run_1/met2.png
Cells faint in the background.
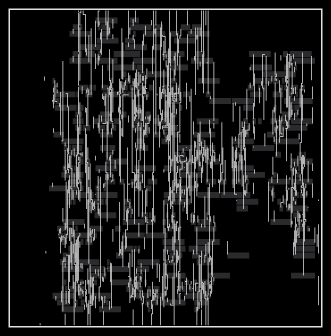
run_1/met3.png
Scale bar: 50 um. Cells faint in the background.
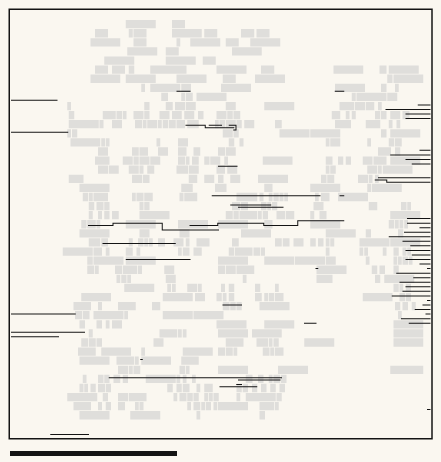
run_1/final_placement.png
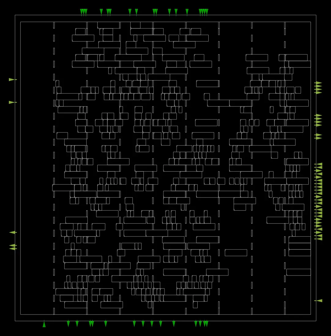
$ cat config.mk
export PLATFORM = sky130hd
export DESIGN_NAME = jpeg_spi_streamer
export DESIGN_NICKNAME = d
export VERILOG_FILES = /design/src/rtl/jpeg_spi_pkg.sv /design/src/rtl/jpeg_spi_fetch.sv /design/src/rtl/jpeg_spi_streamer.sv
export SDC_FILE = /design/constraint.sdc
export NUM_CORES = 1
export LEC_CHECK = 0
export CORE_AREA = 2 2 124 126
export DETAILED_ROUTE_END_ITERATION = 8
export DIE_AREA = 0 0 126 128
export DONT_BUFFER_PORTS = 1
export PLACE_DENSITY_LB_ADDON = 0.15
export SKIP_LAST_GASP = 1
export SYNTH_ARGS = -nofsm -noshare
export SYNTH_HDL_FRONTEND = slang
export SYNTH_SLANG_ARGS = --single-unit
$ cat constraint.sdc
create_clock -name pclk -period 3.9 [get_ports pclk]
set_input_delay 0.585 -clock pclk [delete_from_list [all_inputs] [get_ports pclk]]
set_output_delay 0.585 -clock pclk [all_outputs]
set_load 0.01 [all_outputs]
$ cat src/rtl/jpeg_spi_pkg.sv
// Shared constants for the JPEG-over-SPI read sequencer.
// Optional macro JPEG_SPI_SIZE_PREFIX_EN adds the PFX state (4-byte file length).
package jpeg_spi_pkg;

    localparam int HDR_LEN_DEFAULT = 623;

    localparam logic [7:0] EOI_HI    = 8'hFF;
    localparam logic [7:0] EOI_LO    = 8'hD9;
    localparam logic [7:0] IDLE_BYTE = 8'h00;

    // State encoding, kept as plain constants for compatibility with older tools.
    localparam logic [2:0] ST_IDLE = 3'd0;
    localparam logic [2:0] ST_HDR  = 3'd1;
    localparam logic [2:0] ST_DATA = 3'd2;
    localparam logic [2:0] ST_EOI0 = 3'd3;
    localparam logic [2:0] ST_EOI1 = 3'd4;
    localparam logic [2:0] ST_DONE = 3'd5;
`ifdef JPEG_SPI_SIZE_PREFIX_EN
    localparam logic [2:0] ST_PFX  = 3'd6;
`endif

endpackage

$ cat src/rtl/jpeg_spi_fetch.sv
// Byte source mux and capture register feeding the SPI slave.
// The addresses driven by the top are one cycle old when this register
// samples, so the captured byte always matches the current state.
// Optional macro JPEG_SPI_SIZE_PREFIX_EN adds the prefix-byte source.
module jpeg_spi_fetch
    import jpeg_spi_pkg::*;
(
    input  logic       pclk,
    input  logic       reset_n,
    input  logic [2:0] state,
    input  logic [7:0] hd_data,
    input  logic [7:0] je_data,
`ifdef JPEG_SPI_SIZE_PREFIX_EN
    input  logic [7:0] pfx_byte,
`endif
    output logic [7:0] spi_data
);

    logic [7:0] spi_data_d;
    logic [7:0] spi_data_q;

    // Select the byte that belongs to the current state.
    always_comb begin
        // NOTE: default first so every path assigns spi_data_d and no latch is inferred.
        spi_data_d = IDLE_BYTE;
        case (state)
`ifdef JPEG_SPI_SIZE_PREFIX_EN
            ST_PFX:  spi_data_d = pfx_byte;
`endif
            ST_HDR:  spi_data_d = hd_data;
            ST_DATA: spi_data_d = je_data;
            ST_EOI0: spi_data_d = EOI_HI;
            ST_EOI1: spi_data_d = EOI_LO;
            default: spi_data_d = IDLE_BYTE;
        endcase
    end

    // Capture register; cleared asynchronously so the output drops at once on reset.
    always_ff @(posedge pclk or negedge reset_n) begin
        if (!reset_n) begin
            spi_data_q <= IDLE_BYTE;
        end else begin
            // NOTE: non-blocking so every flop samples pre-edge values.
            spi_data_q <= spi_data_d;
        end
    end

    assign spi_data = spi_data_q;

endmodule

$ cat src/rtl/jpeg_spi_streamer.sv
// Read-side sequencer: serves header ROM bytes, jpeg_size frame-buffer bytes
// and the FF D9 trailer, one byte per spi_rd pulse.
// Events are registered once (done_q / rd_q) so addresses move one edge after
// the request and the fetched byte appears one edge after that.
// Optional macro JPEG_SPI_SIZE_PREFIX_EN prepends a 4-byte little-endian
// total file length (HDR_LEN + size + 2).
module jpeg_spi_streamer
    import jpeg_spi_pkg::*;
#(
    parameter int HDR_LEN   = HDR_LEN_DEFAULT,
    parameter int DATA_BASE = 0
) (
    input  logic        pclk,
    input  logic        reset_n,
    input  logic        je_done,
    input  logic [16:0] jpeg_size,
    output logic [9:0]  hd_addr,
    input  logic [7:0]  hd_data,
    output logic [16:0] je_addr,
    input  logic [7:0]  je_data,
    input  logic        spi_rd,
    output logic [7:0]  spi_data
);

    localparam logic [9:0]  HDR_LAST  = 10'(HDR_LEN - 1);
    localparam logic [16:0] BASE_ADDR = 17'(DATA_BASE);

    logic [2:0]  state_d,    state_q;
    logic [9:0]  hd_addr_d,  hd_addr_q;
    logic [16:0] je_addr_d,  je_addr_q;
    logic [16:0] data_idx_d, data_idx_q;
    logic [16:0] size_d,     size_q;
    logic        done_d,     done_q;
    logic        rd_d,       rd_q;
`ifdef JPEG_SPI_SIZE_PREFIX_EN
    logic [1:0]  pfx_idx_d,  pfx_idx_q;
    logic [31:0] file_len;
    logic [7:0]  pfx_byte;

    // Total file length and the prefix byte currently offered.
    always_comb begin
        file_len = 32'(HDR_LEN) + {15'd0, size_q} + 32'd2;
        pfx_byte = file_len[{pfx_idx_q, 3'b000} +: 8];
    end
`endif

    // Next-state logic: a registered je_done restarts; otherwise a registered spi_rd advances.
    always_comb begin
        state_d    = state_q;
        hd_addr_d  = hd_addr_q;
        je_addr_d  = je_addr_q;
        data_idx_d = data_idx_q;
        size_d     = je_done ? jpeg_size : size_q;
        done_d     = je_done;
        rd_d       = spi_rd & ~je_done;   // je_done wins a collision
`ifdef JPEG_SPI_SIZE_PREFIX_EN
        pfx_idx_d  = pfx_idx_q;
`endif
        if (done_q) begin
            hd_addr_d  = '0;
            je_addr_d  = BASE_ADDR;
            data_idx_d = '0;
`ifdef JPEG_SPI_SIZE_PREFIX_EN
            pfx_idx_d  = '0;
            state_d    = ST_PFX;
`else
            state_d    = ST_HDR;
`endif
        end else if (rd_q) begin
            case (state_q)
`ifdef JPEG_SPI_SIZE_PREFIX_EN
                ST_PFX: begin
                    if (pfx_idx_q == 2'd3) begin
                        state_d   = ST_HDR;
                        hd_addr_d = '0;
                    end else begin
                        pfx_idx_d = pfx_idx_q + 2'd1;
                    end
                end
`endif
                ST_HDR: begin
                    if (hd_addr_q == HDR_LAST) begin
                        je_addr_d  = BASE_ADDR;
                        data_idx_d = '0;
                        state_d    = (size_q == '0) ? ST_EOI0 : ST_DATA;
                    end else begin
                        hd_addr_d = hd_addr_q + 10'd1;
                    end
                end
                ST_DATA: begin
                    if (data_idx_q == size_q - 17'd1) begin
                        state_d = ST_EOI0;
                    end else begin
                        data_idx_d = data_idx_q + 17'd1;
                        je_addr_d  = je_addr_q + 17'd1;
                    end
                end
                ST_EOI0: state_d = ST_EOI1;
                ST_EOI1: state_d = ST_DONE;
                default: state_d = state_q;   // IDLE and DONE ignore reads
            endcase
        end
    end

    // State, counters and address registers.
    always_ff @(posedge pclk or negedge reset_n) begin
        if (!reset_n) begin
            state_q    <= ST_IDLE;
            hd_addr_q  <= '0;
            je_addr_q  <= BASE_ADDR;
            data_idx_q <= '0;
            size_q     <= '0;
            done_q     <= 1'b0;
            rd_q       <= 1'b0;
`ifdef JPEG_SPI_SIZE_PREFIX_EN
            pfx_idx_q  <= '0;
`endif
        end else begin
            state_q    <= state_d;
            hd_addr_q  <= hd_addr_d;
            je_addr_q  <= je_addr_d;
            data_idx_q <= data_idx_d;
            size_q     <= size_d;
            done_q     <= done_d;
            rd_q       <= rd_d;
`ifdef JPEG_SPI_SIZE_PREFIX_EN
            pfx_idx_q  <= pfx_idx_d;
`endif
        end
    end

    assign hd_addr = hd_addr_q;
    assign je_addr = je_addr_q;

    jpeg_spi_fetch u_fetch (
        .pclk     (pclk),
        .reset_n  (reset_n),
        .state    (state_q),
        .hd_data  (hd_data),
        .je_data  (je_data),
`ifdef JPEG_SPI_SIZE_PREFIX_EN
        .pfx_byte (pfx_byte),
`endif
        .spi_data (spi_data)
    );

endmodule

==> flow_metrics.py, run 1 <==
# Synthesis and PnR figures
metrics = {
    "outcome": {
        "status": "finished, final reports clean",
    },
    "global_routing": {
        "antenna_found_initial": 0,
        "grt_max_degree": 75,
        "grt_pass1_wl_mm": 18.0,
        "track_usage_pct": 14.1,
        "grt_pass1_vias": 3352,
    },
    "flow_run": {
        "maxCapViolations": 0,
        "warning_count": 28,
    },
    "finish": {
        "design_area_sq_um": 4840,
        "seq_area_sq_um": 1850,
        "logic_area_sq_um": 2260,
        "fillers": 1551,
        "lay_top_count": "dfrtp_1",
        "mostFrequentLayoutCells": "dfrtp_1 (74), nor2_1 (42), nand2_1 (37), inv_1 (36), nand3_1 (25)",
        "drive_above_1_share_pct": 10.5,
        "antennaDiodeCount": 0,
        "nets": 512,
    },
    "detailed_routing": {
        "drc": 0,
        "met2_length_mm": 5.33,
        "wl_per_cell_um": 16.9,
        "wl_met1_mm": 4.97,
        "vias_per_cell": 5.33,
        "met3_length_um": 644,
        "drtIter0Drc": 204,
        "antenna_left": 0,
    },
    "floorplan": {
        "rows": 45,
        "die_y_um": 128,
        "io-pin-count": 72,
        "core_area_sq_um": 14900,
        "die_width_um": 126,
        "fp_util_pct": 29.5,
        "dieArea_sq_um": 16100,
    },
    "synthesis": {
        "syn_area_sq_um": 4390,
        "ys_ff": 74,
        "synth_top_cell_by_area": "dfrtp_1",
        "syn_inst": 479,
        "topCellsByArea": "dfrtp_1 (42%), o221ai_2 (4.1%), nor2_1 (3.7%)",
        "ys_cells": 479,
        "syn_area_per_cell_sq_um": 9.16,
        "synthFlopType": "dfrtp_1",
        "ys_area_sq_um": 4390,
        "synth_warnings": 0,
    },
    "sta": {
        "period_needed_ns": 3.26,
        "setup_slack_ns": 0.642,
        "worstMarginPinSlew_ns": 0.821,
        "setup_tns_ns": 0,
        "setup_violations": 0,
        "fin_worst_skew_ns": 0.00473,
        "fin_crit_sh_pct": 83.5,
    },
    "place": {
        "place_congestion": 0.790,
        "place_ws_ns": 0.657,
        "dp_hpwl_mm": 7.66,
    },
    "worst_setup_path": {
        "crit_path_start": "size_q[0]",
        "worstPathCellList": "inv_1 -> ha_1 -> nor4b_1 -> nand4_1 -> a22oi_1 -> o2111ai_1 -> or4b_1 -> buf_4 -> nand4b_1 -> o221ai_2",
        "worstReg2RegEnd": "je_addr[12]",
        "worstSetupPathType": "flop to flop",
        "critPathLaunchType": "flop",
        "path_depth": 10,
        "worst-path-buf-inv": 2,
        "cp_max_fo": 19,
        "arrival_ns": 3.46,
        "crit_family": "simple AND/OR/NAND/NOR gates",
        "cp_slowest_cell": "or4b_1",
        "worst_setup_path_end_kind": "flop",
        "reg2reg_from": "size_q[0]",
    },
    "min_path": {
        "hold_path.class": "primary input to async pin",
    },
    "clocking": {
        "clk_latency_ns": 0.34,
        "cts.htree.levels": 3,
        "cts_sinks": 74,
        "ctsResizeCount": 0,
        "root_buffer": "clkbuf_16",
        "cts_tree": "done",
        "cts.hold.buffers_added": 1,
        "clkTransAtPathRegs_ns": 0.06,
        "clockBufferDepth": 2,
        "post_cts_buffers": 0,
    },
    "power": {
        "p_total_w": 0.00180,
        "ir_worst_vdd_mv": 0.203,
    },
}
## Picture notes: met2.png
The layer holds 48% of the routed length. 429 nets have wire on it. The longest straight run is 46.2 um.
GR Util met2: 22.9%
wirelength, routed: 11.2 mm
Via Count: 3527

## Picture notes: met3.png
The layer holds 5.8% of the routed length. 55 nets have wire on it. The layer carries 644 um of wire.
global routing met3 resource utilization: 3.46%

## Picture notes: final_placement.png
num sequential: 74
Layout Cells excl Fill: 662
Seq area share: 38.3%

## run 1: state kept, by name, summed over array words and instances (netlist names)
register	cells
rd_q	1
hd_addr	10
data_idx_q	17
u_fetch.spi_data	8
done_q	1
size_q	17
state_q	3
je_addr	17
## run 1: how the worst min path moves through the flow
stage / startpoint / to / slack, ns / cells after the start
finish: reset_n / u_fetch.spi_data[2] / 0.15 / 1
global route: reset_n / u_fetch.spi_data[2] / 0.17 / 1
CTS: reset_n / u_fetch.spi_data[2] / 0.15 / 1
detailed placement: reset_n / u_fetch.spi_data[2] / 0.29 / 0
global placement: reset_n / u_fetch.spi_data[5] / 0.29 / 0
floorplan: reset_n / data_idx_q[0] / 0.29 / 0
## run 1: power breakdown
group	switching [W]	internal [W]	total [W]
Sequential	0.0000435	0.000793	0.000836
Clock	0.000318	0.000530	0.000849
Combinational	0.0000638	0.0000535	0.000117
Total	0.000426	0.00138	0.00180
## run 1: cell type report
class                      count  area share (%)
multi-input combinational    343            46.8
timing repair buffer           4            1.03
clock buffer                  14            5.46
clock inverter                 2           0.724
inverter                      37            2.87
tap                          188            4.86
sequential                    74            38.3
## run 1: worst reg2reg max path, delay by kind of cell (launching register included)
family | cells | cell delay, ns
adder cells (fa/ha/maj) | 1 | 0.26
AND-OR/OR-AND | 3 | 0.46
AND/OR/NAND/NOR | 4 | 1.58
buffers and inverters | 2 | 0.39
flip-flops | 1 | 0.42
## run 1: Yosys cell counts, drive strengths merged, types with 14 or more instances
library cell,count
dfrtp,74
nor2,43
nand2,38
o21ai,38
inv,36
nand3,25
o221ai,18
a21oi,16
nor3,15
clkbuf,14
mux2,14
nand4,14
xnor2,14
## run 1: cell families (layout without fill, tap and decap cells)
kind of cell               count (synthesis)  in the layout  share of synthesized area (%)
and+or+nand+nor                          191            191                           23.0
AOI/OAI and AO/OA                        102            102                           17.2
DFF                                       74             74                           42.2
buffers and inverters                     62             57                           6.27
xor gates and xnor gates                  27             27                           5.39
muxes                                     17             17                           4.28
adders and majority gates                  6              6                           1.71
## run 1: routing by layer
| layer | vias up | track usage [%] |
|---|---|---|
| li1 | 1713 | - |
| met1 | 1720 | 17.9 |
| met2 | 81 | 22.9 |
| met3 | 13 | 3.46 |
| met4 | 0 | 6.33 |
| met5 | - | 0 |
## run 1: stage by stage
stage	hold slack [ns]	util (%)	std cells
finish	0.148	32.5	662
global route	0.167	32.5	662
CTS	0.150	32.5	662
detailed placement	0.293	30.3	645
global placement	0.292	30.3	645
floorplan	0.289	-	479
--- run 2 (diff from run 1) ---
clock period = 2.8 ns   (was 3.9 ns; I/O delays follow)
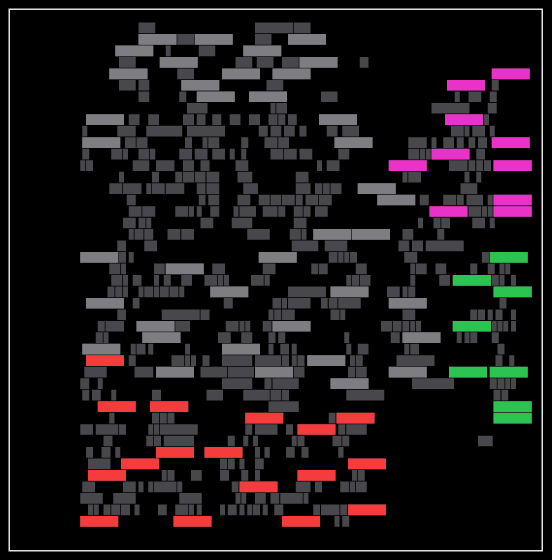
run_2/registers.png
Key: hd_addr = magenta [sequential cells 10, where top right]; u_fetch.spi_data = green [sequential cells 8]; je_addr = red [sequential cells 17]
Another 39 sequential cells are not coloured.
Seq area share: 35.4%
final core utilization: 35.2%
Flop area: 1850 sq um
P_seq: 0.00115 W

==> run 2 against run 1 <==
Non-clock buffer count grew 34. Die size is the same. Clock power grew 27%. Setup slack lost 0.61 ns. Maximum frequency grew 17%. Utilization grew 2.7 points. Synthesized cell count is the same.
==> flow_metrics.py, run 2 <==
# Synthesis and PnR figures
metrics = {
    "global_routing": {
        "track_usage_pct": 15.2,
        "antenna_found_initial": 0,
        "use_met2_pct": 25.4,
        "met3_usage_pct": 3.92,
        "busiest_layer": "met2",
        "grt_max_degree": 75,
        "grt_pass1_vias": 3637,
    },
    "synthesis": {
        "xor_area_share_pct": 5.39,
        "synthTopLogicFamily": "simple AND/OR/NAND/NOR gates",
        "synth_top_cell_by_area": "dfrtp_1",
        "synthTopCellsByCount": "dfrtp_1 (74), nor2_1 (43), nand2_1 (37)",
        "ys_area_sq_um": 4390,
        "syn_inst": 479,
        "synth.cellmix.simpleShare_pct": 23.0,
        "syn_area_sq_um": 4390,
        "synthMuxAreaShare_pct": 4.28,
        "top_cell": "dfrtp_1",
        "ys_cells": 479,
        "synth_warnings": 0,
        "aoi_share_pct": 17.2,
        "synthFlopType": "dfrtp_1",
        "adder_share_pct": 1.71,
    },
    "worst_setup_path": {
        "path_depth": 9,
        "cp_slowest_cell": "or4_4",
        "cp_max_fo": 13,
        "crit_family": "simple AND/OR/NAND/NOR gates",
        "arrival_ns": 3.00,
        "worst-path-buf-inv": 2,
        "worstSetupPathType": "flop to flop",
    },
    "finish": {
        "finalNonFillerCells": 698,
        "nets": 551,
        "lay_top_count": "dfrtp_1",
        "drive_above_1_share_pct": 17.6,
        "logic_area_sq_um": 2380,
    },
    "flow_run": {
        "warning_count": 29,
        "maxCapViolations": 0,
    },
    "place": {
        "place_congestion": 0.794,
        "place_ws_ns": -0.0819,
        "dp.cells": 677,
        "dp_hpwl_mm": 7.89,
    },
    "clocking": {
        "clk_latency_ns": 0.35,
        "clkTransAtPathRegs_ns": 0.06,
        "cts_tree": "done",
        "cts.htree.levels": 3,
    },
    "detailed_routing": {
        "vias_per_cell": 5.33,
        "antenna_left": 0,
        "wl_per_cell_um": 17.4,
        "drt-total-wl_mm": 12.1,
    },
    "outcome": {
        "status": "finished, final reports clean",
    },
    "power": {
        "ir_worst_vdd_mv": 0.295,
    },
    "min_path": {
        "hold_path.class": "primary input to flop",
        "hold_path_depth": 0,
    },
    "floorplan": {
        "die_y_um": 128,
        "core_area_sq_um": 14900,
        "rows": 45,
        "dieArea_sq_um": 16100,
    },
    "sta": {
        "fin_worst_skew_ns": 0.00722,
        "period_needed_ns": 2.77,
        "worstMarginPinSlew_ns": 0.911,
        "fin_crit_sh_pct": 99.0,
        "setup_violations": 0,
    },
}
-- run 2: cell counts after synthesis --
Identical to the previous run, type by type.
-- run 2: worst register-to-register path: cells and delay by family (launching register included) --
| family | cells | cell delay, ns |
|---|---|---|
| flip-flops | 1 | 0.39 |
| AND/OR/NAND/NOR | 5 | 1.70 |
| AND-OR/OR-AND | 2 | 0.25 |
| buffers and inverters | 2 | 0.32 |
-- run 2: path summary, 6_finish.rpt --
kind                           start             end  slack, ns
setup / recovery           size_q[0]  data_idx_q[13]       0.03
hold / removal               je_done          done_q       0.11
setup reg to reg           size_q[0]  data_idx_q[13]       0.03
hold reg to reg            size_q[5]       size_q[5]       0.58
max in group asynchronous    reset_n       size_q[2]       1.85
min in group asynchronous    reset_n   data_idx_q[9]       0.67
-- run 2: what timing repair did --
item,4_1_cts,5_1_grt
buffers inserted,1,0
endpoints found under the setup margin,34,35
resized,4,8
endpoints found under the hold margin,74,0
hold buffers,2,0
pin swaps,1,4
gates cloned,3,2
-- run 2: kinds of logic (layout without fill, tap and decap cells) --
kind of cell	after synthesis	in the layout
AOI/OAI and AO/OA	102	107
xor gates and xnor gates	27	27
adders and majority gates	6	6
buffers and inverters	62	88
DFF	74	74
muxes	17	17
and+or+nand+nor	191	191
-- run 2: routing by layer --
metal  up-vias  part of all wire [%]
met4         0                   1.8
met3        14                   4.9
li1       1804                     -
met5         -                     0
met1      1821                    44
met2        79                    50
-- run 2: layout make-up --
type,count,share of cell area [%]
Inverter,37,2.65
Sequential cell,74,35.4
Tap cell,188,4.50
Clock buffer,13,4.97
Multi-Input combinational cell,348,45.5
Timing Repair Buffer,38,6.98
-- run 2: where the power goes --
part	internal [W]	switching, W
sequential	0.00110	0.0000470
combinational	0.000115	0.000123
clock	0.000635	0.000445
total	0.00185	0.000615
-- run 2: stage by stage --
stage          hold slack [ns]  TNS, ns
4_1_cts                 0.0896        0
5_1_grt                 0.0930    -1.93
3_3_place_gp             0.127   -0.496
2_1_floorplan            0.124        0
6_report                 0.106        0
3_5_place_dp             0.129    -1.36
No activity file was given, so power comes from the tool's default toggle rates.
